**src/rtl/l2_probe_scheduler.sv**
```systemverilog
// rtl/l2_probe_scheduler.sv - Channel B probe sequencer and ProbeAck collector for the L2 directory
module l2_probe_scheduler #(
    parameter int NUM_MASTERS    = 4,
    parameter int ADDR_WIDTH     = 32,
    parameter int TIMEOUT_CYCLES = 1023,
    localparam int MID_W = (NUM_MASTERS > 1) ? $clog2(NUM_MASTERS) : 1
) (
    input  logic                   clk,
    input  logic                   rst,
    input  logic                   req_valid_i,
    output logic                   req_ready_o,
    input  logic [ADDR_WIDTH-1:0]  req_addr_i,
    input  logic [NUM_MASTERS-1:0] req_sharers_i,
    input  logic [1:0]             req_param_i,
    output logic [NUM_MASTERS-1:0] b_valid_o,
    input  logic [NUM_MASTERS-1:0] b_ready_i,
    output logic [ADDR_WIDTH-1:0]  b_address_o,
    output logic [1:0]             b_param_o,
    input  logic                   ack_valid_i,
    input  logic [MID_W-1:0]       ack_master_id_i,
    input  logic                   ack_dirty_i,
    output logic                   ack_ready_o,
    output logic                   done_valid_o,
    input  logic                   done_ready_i,
    output logic                   done_dirty_o,
    output logic [NUM_MASTERS-1:0] done_acked_o,
    output logic                   err_unexp_o,
    output logic                   err_timeout_o,
    output logic                   busy_o
);
    localparam int TW = $clog2(TIMEOUT_CYCLES + 1);

    typedef enum logic [1:0] {IDLE, ISSUE, COLLECT, DONE} state_t;

    state_t                 state;
    logic [NUM_MASTERS-1:0] issue_mask;
    logic [NUM_MASTERS-1:0] out_mask;
    logic [NUM_MASTERS-1:0] acked_mask;
    logic                   dirty;
    logic [ADDR_WIDTH-1:0]  addr;
    logic [1:0]             param;
    logic [TW-1:0]          timer;
    logic                   err_unexp;
    logic                   err_timeout;

    logic [NUM_MASTERS-1:0] id_onehot;
    logic [NUM_MASTERS-1:0] ack_clear;
    logic [NUM_MASTERS-1:0] issued;
    logic                   ack_good;
    logic                   ack_bad;
    logic                   probe_fire;

    // Ids beyond NUM_MASTERS decode to no bit, so they can never match out_mask.
    always_comb begin
        id_onehot = '0;
        for (int i = 0; i < NUM_MASTERS; i++) begin
            if (ack_master_id_i == MID_W'(i)) id_onehot[i] = 1'b1;
        end
    end

    assign b_valid_o  = (state == ISSUE) ? (issue_mask & (~issue_mask + NUM_MASTERS'(1))) : '0;
    assign probe_fire = |(b_valid_o & b_ready_i);
    assign issued     = probe_fire ? b_valid_o : '0;
    assign ack_good   = ack_valid_i && (state == ISSUE || state == COLLECT) && |(out_mask & id_onehot);
    assign ack_bad    = ack_valid_i && !ack_good;
    assign ack_clear  = ack_good ? id_onehot : '0;

    assign req_ready_o   = (state == IDLE);
    assign ack_ready_o   = ~rst;
    assign busy_o        = (state != IDLE);
    assign done_valid_o  = (state == DONE);
    assign done_dirty_o  = dirty;
    assign done_acked_o  = acked_mask;
    assign err_unexp_o   = err_unexp;
    assign err_timeout_o = err_timeout;
    assign b_address_o   = addr;
    assign b_param_o     = param;

    always_ff @(posedge clk) begin
        if (rst) begin
            state       <= IDLE;
            issue_mask  <= '0;
            out_mask    <= '0;
            acked_mask  <= '0;
            dirty       <= 1'b0;
            addr        <= '0;
            param       <= '0;
            timer       <= '0;
            err_unexp   <= 1'b0;
            err_timeout <= 1'b0;
        end else begin
            out_mask   <= (out_mask & ~ack_clear) | issued;
            acked_mask <= acked_mask | ack_clear;
            dirty      <= dirty | (ack_good & ack_dirty_i);
            err_unexp  <= err_unexp | ack_bad;
            case (state)
                IDLE: begin
                    if (req_valid_i) begin
                        addr        <= req_addr_i;
                        param       <= req_param_i;
                        issue_mask  <= req_sharers_i;
                        out_mask    <= '0;
                        acked_mask  <= '0;
                        dirty       <= 1'b0;
                        err_unexp   <= ack_bad;
                        err_timeout <= 1'b0;
                        state       <= (req_sharers_i != '0) ? ISSUE : DONE;
                    end
                end
                ISSUE: begin
                    if (probe_fire) begin
                        issue_mask <= issue_mask & ~b_valid_o;
                        if ((issue_mask & ~b_valid_o) == '0) begin
                            state <= COLLECT;
                            timer <= '0;
                        end
                    end
                end
                COLLECT: begin
                    // An ack landing on the expiry cycle still counts and restarts the window.
                    if (out_mask == '0) begin
                        state <= DONE;
                    end else if (ack_good) begin
                        timer <= '0;
                    end else if (timer == TW'(TIMEOUT_CYCLES - 1)) begin
                        err_timeout <= 1'b1;
                        state       <= DONE;
                    end else begin
                        timer <= timer + TW'(1);
                    end
                end
                DONE: begin
                    if (done_ready_i) state <= IDLE;
                end
                default: state <= IDLE;
            endcase
        end
    end
endmodule
```
**config.mk**
```make
export PLATFORM = sky130hd
export DESIGN_NAME = l2_probe_scheduler
export DESIGN_NICKNAME = d
export VERILOG_FILES = /design/src/rtl/l2_probe_scheduler.sv
export SDC_FILE = /design/constraint.sdc
export NUM_CORES = 1
export LEC_CHECK = 0
export CORE_ASPECT_RATIO = 1.75
export CORE_MARGIN = 2
export CORE_UTILIZATION = 48
export DETAILED_ROUTE_END_ITERATION = 6
export GPL_ROUTABILITY_DRIVEN = 0
export GPL_TIMING_DRIVEN = 1
export HOLD_SLACK_MARGIN = 0.06
export PLACE_DENSITY_LB_ADDON = 0.2
export SYNTH_ARGS = -nofsm -noshare
export SYNTH_HDL_FRONTEND = slang
export SYNTH_SLANG_ARGS = --single-unit
```
**constraint.sdc**
```tcl
create_clock -name clk -period 4.8 [get_ports clk]
set_input_delay 1.2 -clock clk [delete_from_list [all_inputs] [get_ports clk]]
set_output_delay 1.2 -clock clk [all_outputs]
set_load 0.03 [all_outputs]
```
### Nets reached from selected ports, run 1

Scale: 6 px per um.
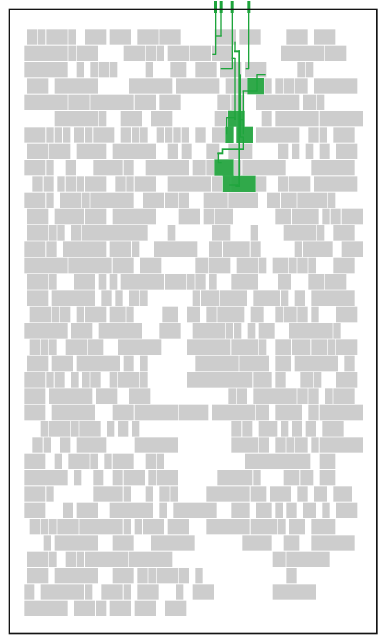
| port | color | direction | edge | end cells | buffers | wire |
|---|---|---|---|---|---|---|
| b_ready_i | green | input | top | 8 | 4 | 109 um |
I/O Buffers: 98
IO Count: 99

### Metal layers overlaid, run 1

Scale: 4 px per um. Two of the layers only.
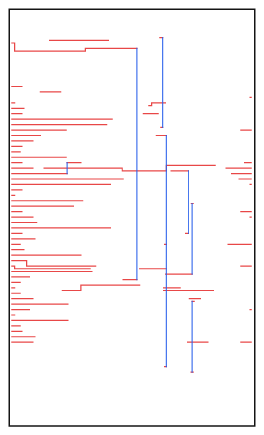
| layer | color | wire length |
|---|---|---|
| M4 | blue | 192 um |
| M3 | red | 622 um |
GRT Overall Usage: 24.07%
Wirelength per Cell: 13.94 um
vias: 2701

==> impl_metrics.json, run 1 <==
{
  "synthCells": 339,
  "worst-path-max-fanout": 10,
  "gr-max-usage-layer": "met2",
  "synth_area_um2": 2731,
  "htree_num_levels": 3,
  "drtPass1Iterations": 4,
  "cts_buffers": 9,
  "synthAoiAreaFrac_pct": 21.85,
  "synth_flops": 61,
  "layout.cells.most_common_list": "clkdlybuf4s50_1 (97), nand2_1 (87), dfxtp_1 (61)",
  "outcome": "finished, final reports clean",
  "fp_util_pct": 49.30,
  "clk_path_buf_depth": 2,
  "rsz0062_at_grt": "no",
  "relSlewSlack_pct": 54.02,
  "first_iter_violations": 193,
  "ys_seq_share_pct": 44.71,
  "drive_gt1_share_pct": 8.046,
  "netlist-cell-type-count": 50,
  "cap_viol_max_count": 0,
  "core_um2": 5540,
  "die_y_um": 103.8,
  "ys_cells": 339,
  "ant_nets": 0,
  "yosysMostFrequentCell": "nand2_1",
  "synth_warnings": 0,
  "cts_resized": 0,
  "ys_sh_mux_pct": 1.603,
  "clock-sinks": 61,
  "globalRouteOverflowTotal": 0,
  "antennaDiodeCount": 0,
  "setup_slack_ns": 1.379,
  "ctsHoldBuffers": 0,
  "antenna_found_initial": 0,
  "ir_drop_v": 0.0003252,
  "min_period_ns": 3.421,
  "slew_violations": 0
}
### Register map, names as in the netlist, run 1

Scale: 8 px per um.
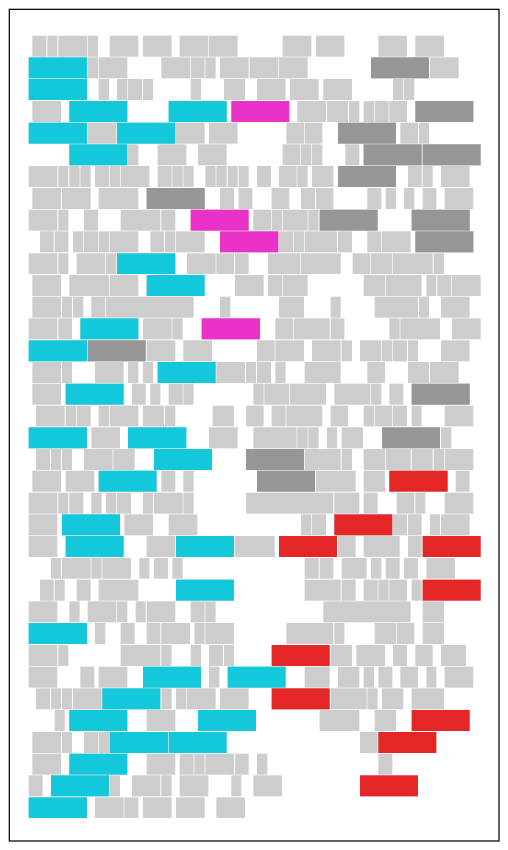
| name in the netlist | color | sequential cells |
|---|---|---|
| b_address_o | cyan | 32 |
| timer | red | 10 |
| issue_mask | magenta | 4 |
seq pwr: 0.616 mW
Final Core Density: 71.66%

### Wiring heat map, run 1

Scale: 4 px per um. 12 x 21 tiles, from dark blue (low) to red (high), scaled to the fullest tile. Values are wire area over tile area, all layers added.
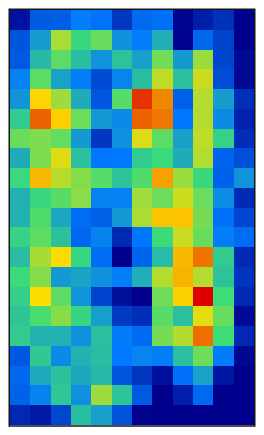
tiles over half the peak: 30%
fullest tile: 0.50
nearly empty tiles: 7.1%
final WL: 7124 um

==> run 1: power breakdown <==
group / switching, mW / internal [mW] / total [mW]
registers: 0.0442 / 0.571 / 0.616
clock network: 0.208 / 0.358 / 0.566
logic: 0.471 / 0.285 / 0.755
==> run 1: critical path: stages (launching register included) <==
cell and delay (ns):
dfxtp_1 0.33, inv_1 0.11, ha_1 0.35, nor2b_1 0.23, and3_1 0.19, clkdlybuf4s50_1 0.68
==> run 1: sequential cells by signal (all words and copies together) (netlist names), 2 cells and up <==
signal,count
b_address_o,32
timer,10
done_acked_o,4
issue_mask,4
out_mask,4
b_param_o,2
state,2
==> run 1: cell type report <==
cell class | instances | area (um^2) | share of cell area, %
multi-input cells | 246 | 1366 | 34.42
flip-flops and latches | 61 | 1221 | 30.76
repair buffers | 101 | 998.5 | 25.15
clock buffers | 10 | 137.6 | 3.467
clock inverters | 6 | 110.1 | 2.773
well taps | 76 | 95.09 | 2.395
inverters | 11 | 41.29 | 1.040
==> run 1: final timing paths <==
kind                   start               to  slack [ns]  cells past startpoint
min          b_address_o[22]  b_address_o[22]        0.45                      2
max reg2reg         state[1]         timer[7]        2.56                      7
min reg2reg  b_address_o[22]  b_address_o[22]        0.45                      2
max                 state[1]     b_valid_o[3]        1.38                      5
==> run 1: metrics by stage <==
step           instances  cell area [um^2]
2_1_floorplan        339              2731
3_3_place_gp         495              3722
3_5_place_dp         495              3722
4_1_cts              511              3970
5_1_grt              511              3970
6_report             511              3970
==> run 1: logic make-up after synthesis <==
| kind of cell | Yosys count |
|---|---|
| muxes | 4 |
| and+or+nand+nor | 142 |
| AOI/OAI and AO/OA | 93 |
| DFF | 61 |
| buffers and inverters | 32 |
| adders and majority gates | 7 |
==> run 1 -> run 2 <==
Settings changed: CORE_UTILIZATION 48 to 44.
Clock period 4.8 ns to 3.3 ns, I/O delays scaled along.
### Nets reached from selected ports, run 2

Scale: 6 px per um.
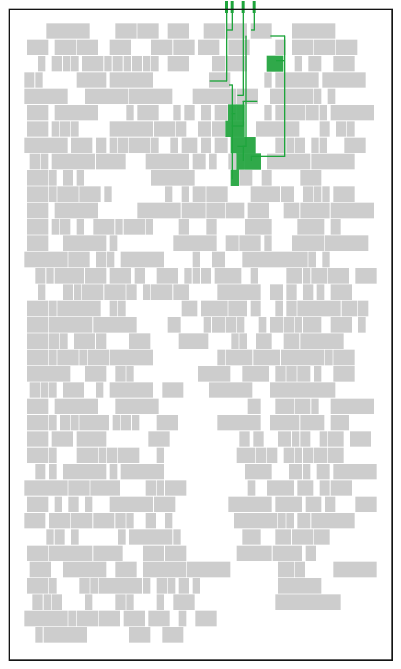
| port | color | direction | edge | end cells | buffers | wire |
|---|---|---|---|---|---|---|
| b_ready_i | green | input | top | 8 | 4 | 113 um |

### Cell placement, run 2

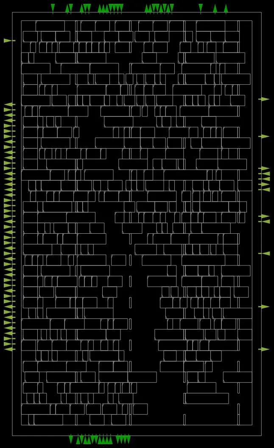
Final Core Density: 65.50%
Tapcell Cnt: 80
flop share of the area: 30.63%
registers: 61

### Register map, names as in the netlist, run 2

Scale: 6 px per um.
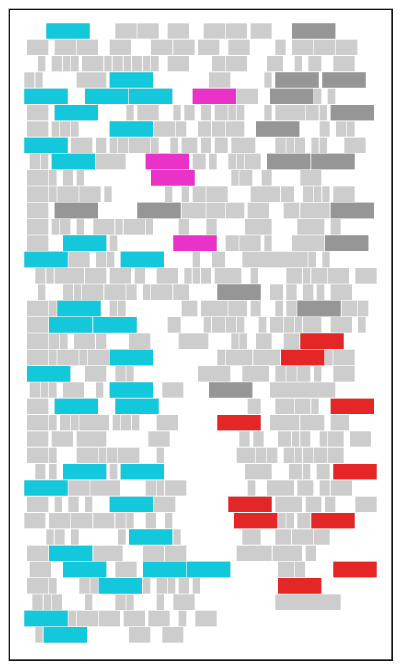
| name in the netlist | color | sequential cells |
|---|---|---|
| b_address_o | cyan | 32 |
| timer | red | 10 |
| issue_mask | magenta | 4 |
not colored: 15
seq pwr: 0.896 mW
Storage cell area: 1221 um^2

==> run 2 against run 1 <==
Largest power group unchanged. Synthesized cell count is the same. Wire length increased by 2.1%. Final cell count is 0.78% higher. Sequential power rose by 45%. Non-clock buffer count unchanged. Combinational power up 46%. First-iteration DRC count fell by 13%. Global-route usage down 1.8 points. Die size is 8.6% higher. Sequential share of layout area fell by 0.13 points.
==> impl_metrics.json, run 2 <==
{
  "rsz0062_at_grt": "no",
  "first_iter_violations": 167,
  "largest_reg_flops": 32,
  "dpl_cell_area_um2": 3727,
  "layout.cells.most_common_list": "clkdlybuf4s50_1 (97), nand2_1 (87), dfxtp_1 (61)",
  "clock-sinks": 61,
  "drive_gt1_share_pct": 7.816,
  "slew_violations": 0,
  "ios": 99,
  "dr_total_vias": 2745,
  "setup_slack_ns": 0.2869,
  "synthCells": 339,
  "synth_warnings": 0,
  "cts_resized": 0,
  "timing.rr.end": "timer[7]",
  "antennaDiodeCount": 0,
  "timing.rr.start": "state[1]",
  "grt_usage_pct": 22.23,
  "whs_path_depth": 2,
  "yosysMostFrequentCell": "nand2_1",
  "hold_start": "done_acked_o[3]",
  "ant_nets": 0,
  "outcome": "finished, final reports clean",
  "r2r_cells": 7,
  "ys_seq_share_pct": 44.71,
  "netlist-cell-type-count": 50
}
[run 2: cell counts after synthesis]
Identical to the previous run, type by type.
[run 2: final cells by class]
class,instances,area [um^2],share of cell area [%]
Clock buffer,13,168.9,4.237
Clock inverter,3,90.09,2.260
Inverter,11,41.29,1.036
Multi-Input combinational cell,246,1366,34.27
Sequential cell,61,1221,30.63
Tap cell,80,100.1,2.511
Timing Repair Buffer,101,998.5,25.05
[run 2: kinds of logic after synthesis]
group,Yosys count,share of synthesized area [%]
AOI/OAI and AO/OA,93,21.85
adders and majority gates,7,3.161
buffers and inverters,32,5.268
DFF,61,44.71
muxes,4,1.603
and+or+nand+nor,142,23.41
[run 2: report_power, final]
group          leakage (nW)  switching, mW  internal (mW)
combinational         0.837          0.688          0.414
sequential            0.497         0.0649          0.831
clock                 0.130          0.284          0.564
[run 2: layer usage]
layer	GRT usage, %	part of all wire [%]	vias to the layer above
met1	22.09	37	1281
met3	9.157	8.4	18
met2	39.47	52	91
li1	-	-	1355
met5	0	0	-
met4	10.87	2.2	0
[run 2: worst max-delay path by stage]
stage | slack [ns] | cells after the start | from | to
2_1_floorplan | 1.26 | 6 | ack_master_id_i[0] | state[0]
3_3_place_gp | 0.63 | 6 | ack_master_id_i[0] | timer[3]
3_5_place_dp | 0.53 | 6 | ack_master_id_i[0] | timer[3]
4_1_cts | 0.27 | 5 | state[1] | b_valid_o[3]
5_1_grt | 0.17 | 5 | state[1] | b_valid_o[3]
6_report | 0.29 | 5 | state[1] | b_valid_o[3]
[run 2: critical path: stages, from the launching register on]
cell and delay, ns:
dfxtp_1 0.33, inv_1 0.10, ha_1 0.32, nor2b_1 0.22
and3_1 0.20, clkdlybuf4s50_1 0.67
Power is estimated from default activity; no workload was simulated.
